`src/rtl/add8_err_monitor.sv`:
```
// add8_err_monitor
//   Error-characterisation engine for W-bit approximate adders. The block
//   sweeps every operand pair {A,B} into an external combinational adder,
//   captures the result O and compares it against the exact sum. It builds up
//   the library error metrics for the whole sweep:
//     abs_sum_o : sum of |exact - O|        (MAE numerator)
//     sq_sum_o  : sum of (exact - O)^2      (MSE numerator)
//     wce_o     : max |exact - O|           (worst-case error)
//     err_cnt_o : count of pairs, O != exact (EP numerator)
//
// Ports
//   clk, rst_n  : rising-edge clock, asynchronous active-low reset
//   start_i     : one-cycle pulse; starts a sweep from IDLE or DONE
//   hold_i      : pauses the sweep (the pipeline keeps draining)
//   A, B        : operands driven to the adder under test (registered)
//   O           : adder result, combinational from A/B
//   busy_o      : high while a sweep or its drain is in progress
//   done_o      : one-cycle pulse when the metrics are final
//   abs_sum_o, sq_sum_o, wce_o, err_cnt_o : accumulated metrics
//
// Timing with no hold: start sampled at edge 0, pair 0 on A/B in cycle 1,
// last pair in cycle 2^(2W), done_o in cycle 2^(2W)+3.
module add8_err_monitor #(
  parameter int W    = 8,
  parameter int ERRW = W + 1,
  parameter int SUMW = 3 * W + 1,
  parameter int SQW  = 4 * W + 2,
  parameter int CNTW = 2 * W + 1
) (
  input  logic            clk,
  input  logic            rst_n,
  input  logic            start_i,
  input  logic            hold_i,
  output logic [W-1:0]    A,
  output logic [W-1:0]    B,
  input  logic [W:0]      O,
  output logic            busy_o,
  output logic            done_o,
  output logic [SUMW-1:0] abs_sum_o,
  output logic [SQW-1:0]  sq_sum_o,
  output logic [ERRW-1:0] wce_o,
  output logic [CNTW-1:0] err_cnt_o
);

  localparam int STAGES = 2;

  typedef enum logic [1:0] {IDLE, SWEEP, DRAIN, DONE} state_t;

  // Stage 1: raw sample from the adder interface.
  typedef struct packed {
    logic [W-1:0] a;
    logic [W-1:0] b;
    logic [W:0]   o;
  } s1_t;

  // Stage 2: per-sample error terms ready for accumulation.
  typedef struct packed {
    logic [ERRW-1:0]   abs_err;
    logic [2*ERRW-1:0] sq_err;
    logic              neq;
  } s2_t;

  state_t          state;
  logic [2*W-1:0]  pair_cnt;
  logic [1:0]      drain_cnt;
  logic            sample;
  logic            accept;
  logic [STAGES:1] vld_pipe;
  s1_t             s1;
  s2_t             s2;
  s2_t             s2_next;

  // Operands come straight from the pair counter so they are glitch-free
  // and stay stable while the sweep is held.
  assign A = pair_cnt[2*W-1:W];
  assign B = pair_cnt[W-1:0];

  // A sample is taken on every un-held SWEEP cycle; the counter advances on
  // exactly the same condition, so each pair is sampled once.
  assign sample = (state == SWEEP) && !hold_i;
  assign accept = start_i && ((state == IDLE) || (state == DONE));

  // ---------------------------------------------------------------------
  // Control FSM with registered busy/done
  // ---------------------------------------------------------------------
  always_ff @(posedge clk or negedge rst_n) begin
    if (!rst_n) begin
      state     <= IDLE;
      pair_cnt  <= '0;
      drain_cnt <= '0;
      busy_o    <= 1'b0;
      done_o    <= 1'b0;
    end else begin
      done_o <= 1'b0;
      case (state)
        IDLE, DONE: begin
          if (start_i) begin
            state    <= SWEEP;
            pair_cnt <= '0;
            busy_o   <= 1'b1;
          end
        end
        SWEEP: begin
          if (!hold_i) begin
            pair_cnt <= pair_cnt + (2*W)'(1);
            // Last pair sampled this cycle; counter wraps back to 0.
            if (&pair_cnt) begin
              state     <= DRAIN;
              drain_cnt <= '0;
            end
          end
        end
        DRAIN: begin
          // Two cycles: the last sample moves S1->S2, then S2->accumulators.
          drain_cnt <= drain_cnt + 2'd1;
          if (drain_cnt == 2'd1) begin
            state  <= DONE;
            busy_o <= 1'b0;
            done_o <= 1'b1;
          end
        end
        default: begin
          state  <= IDLE;
          busy_o <= 1'b0;
        end
      endcase
    end
  end

  // ---------------------------------------------------------------------
  // Stage 2 arithmetic: exact sum, signed difference, magnitude, square
  // ---------------------------------------------------------------------
  logic [W:0]          exact;
  logic signed [W+1:0] diff;

  always_comb begin
    exact   = {1'b0, s1.a} + {1'b0, s1.b};
    // One extra bit on both sides so exact - O never wraps.
    diff    = $signed({1'b0, exact}) - $signed({1'b0, s1.o});
    s2_next = '0;
    s2_next.abs_err = diff[W+1] ? ERRW'(-diff) : ERRW'(diff);
    s2_next.sq_err  = {{ERRW{1'b0}}, s2_next.abs_err} *
                      {{ERRW{1'b0}}, s2_next.abs_err};
    s2_next.neq     = (diff != '0);
  end

  // ---------------------------------------------------------------------
  // Pipeline registers and accumulators
  // ---------------------------------------------------------------------
  always_ff @(posedge clk or negedge rst_n) begin
    if (!rst_n) begin
      vld_pipe  <= '0;
      s1        <= '0;
      s2        <= '0;
      abs_sum_o <= '0;
      sq_sum_o  <= '0;
      wce_o     <= '0;
      err_cnt_o <= '0;
    end else begin
      vld_pipe <= {vld_pipe[STAGES-1:1], sample};
      if (sample)      s1 <= '{a: A, b: B, o: O};
      if (vld_pipe[1]) s2 <= s2_next;

      // The pipeline is empty in IDLE/DONE, so a clear on start cannot
      // collide with an in-flight accumulation.
      if (accept) begin
        abs_sum_o <= '0;
        sq_sum_o  <= '0;
        wce_o     <= '0;
        err_cnt_o <= '0;
      end else if (vld_pipe[2]) begin
        abs_sum_o <= abs_sum_o + SUMW'(s2.abs_err);
        sq_sum_o  <= sq_sum_o + SQW'(s2.sq_err);
        err_cnt_o <= err_cnt_o + CNTW'(s2.neq);
        if (s2.abs_err > wce_o) wce_o <= s2.abs_err;
      end
    end
  end

endmodule

```
`config.mk`:
```
export PLATFORM = sky130hd
export DESIGN_NAME = add8_err_monitor
export DESIGN_NICKNAME = d
export VERILOG_FILES = /design/src/rtl/add8_err_monitor.sv
export SDC_FILE = /design/constraint.sdc
export NUM_CORES = 1
export LEC_CHECK = 0
export ABC_AREA = 1
export CORE_MARGIN = 2
export CORE_UTILIZATION = 50
export CTS_CLUSTER_DIAMETER = 120
export DETAILED_ROUTE_END_ITERATION = 12
export PLACE_DENSITY = 0.73
export SLEW_MARGIN = 20
export SYNTH_ARGS = -nofsm -noshare
export SYNTH_HDL_FRONTEND = slang
export SYNTH_SLANG_ARGS = --single-unit
```
`constraint.sdc`:
```
create_clock -name clk -period 8.4 [get_ports clk]
set_clock_uncertainty 0.2 [all_clocks]
set_input_delay 0.84 -clock clk [delete_from_list [all_inputs] [get_ports clk]]
set_output_delay 0.84 -clock clk [all_outputs]
set_load 0.02 [all_outputs]
```
==> impl_metrics.ini <==
; generated from flow reports
[run_status]
status = finished clean

[synth]
yosysCellCount = 1509
edf_count = 0
yosys_warnings = 0
ff_type = dfrtp_1
synth_async_sr_flop_share_pct = 100.0
synthCells = 1509

[final_layout]
drive_gt1_share_pct = 6.051
finalNonFillerCells = 1921
fin_util_pct = 59.98

[clock_tree]
cts_buffers = 17
clk_pin_slew_worst_paths_ns = 0.07
clk_path_buf_depth = 2

[critical_path]
r2r_setup_slack_ns = 1.55
reg2reg_to = s2[14]$_DFFE_PN0P_
crit_cells = 28
worstRegToRegCells = 28
start_kind = flip-flop
cp.required_ns = 8.51

[sta]
layout_min_cycle_time_ns = 6.854
postLayoutSetupSlackWorst_ns = 1.546

[worst_hold_path]
worstHoldStart = s2[5]$_DFFE_PN0P_

[detailed_routing]
viasPerCell = 5.355
drt_iter0_drc = 664

[placed_design]
place_inst = 1889

[die]
core_area_um2 = 22640

[grt]
grt.met3_usage_pct = 3.083
==> routing by layer <==
layer / routed length [µm] / vias to the layer above
met2: 13040 / 286
met5: 0 / -
met4: 370 / 0
li1: - / 5133
met1: 13100 / 4833
met3: 1384 / 35
==> state kept, by name, indices dropped and copies added (netlist names) <==
register / flops
abs_sum_o: 25
sq_sum_o: 34
s1: 25
state: 2
busy_o: 1
done_o: 1
drain_cnt: 2
err_cnt_o: 17
pair_cnt: 16
vld_pipe: 2
s2: 26
wce_o: 9
==> cell type report <==
cell class                      instances  area [µm²]
Fill cell                            2010        9060
Tap cell                              285       356.6
Inverter                              247       929.6
Clock inverter                         15       163.9
Timing Repair Buffer                  121        1197
Multi-Input combinational cell       1076        6504
Sequential cell                       160        4004
Clock buffer                           17       425.4
==> per-stage QoR <==
step / area [µm²]
CTS: 13580
global placement: 12990
floorplan: 11540
global route: 13580
detailed placement: 12990
finish: 13580
==> placed cells by master (no fill, tap or decap), types with 17 or more instances in the layout <==
cell / Yosys / routed
nand3_1: 59 / 59
inv_1: 232 / 232
dfrtp_1: 160 / 160
o21ai_0: 103 / 103
nand4_1: 25 / 25
a21oi_1: 107 / 107
nand2_1: 350 / 350
ha_1: 87 / 87
clkdlybuf4s50_1: 0 / 114
fa_1: 42 / 42
nor2_1: 137 / 136
clkbuf_16: 0 / 17
nor3_1: 30 / 30
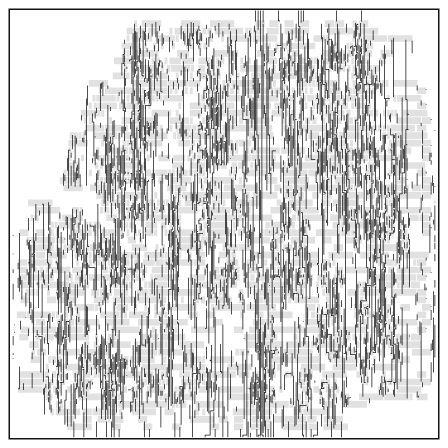
Fig. 1. M2 wires.
Cells faint in the background.
main direction: vertical
nets with wire on the layer: 1434
longest straight run: 80.9 µm
WL final: 27900 µm
met2 Use GR: 39.36%
Vias: 10.29k

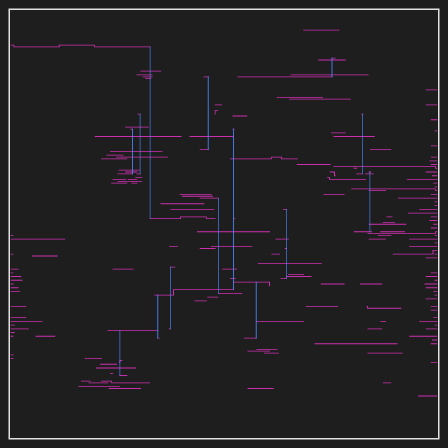
Fig. 2. Signal wires by layer.
Only two layers are drawn.
legend:
  blue:
    layer: metal 4
    wire_length: 371 µm
  magenta:
    layer: metal 3
    wire_length: 1380 µm
total track usage: 23.89%
Routed wire per std cell: 14.52 µm

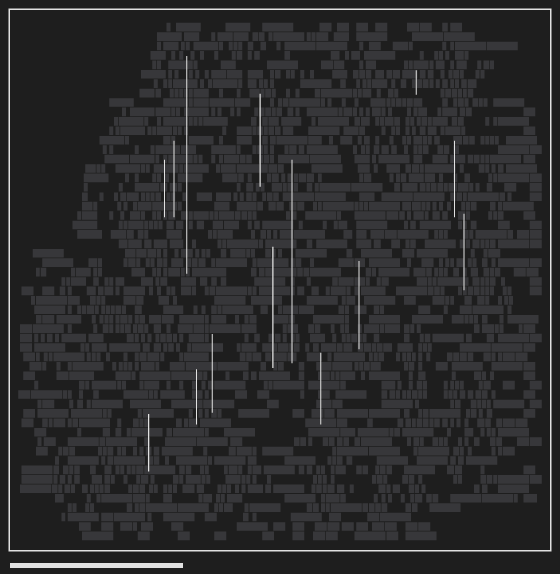
Fig. 3. M4 wires.
Scale bar: 50 µm. Cells faint in the background.
main direction: vertical
longest straight run: 62.6 µm
wire length on this layer: 371 µm
share of all routed wire: 1.3%

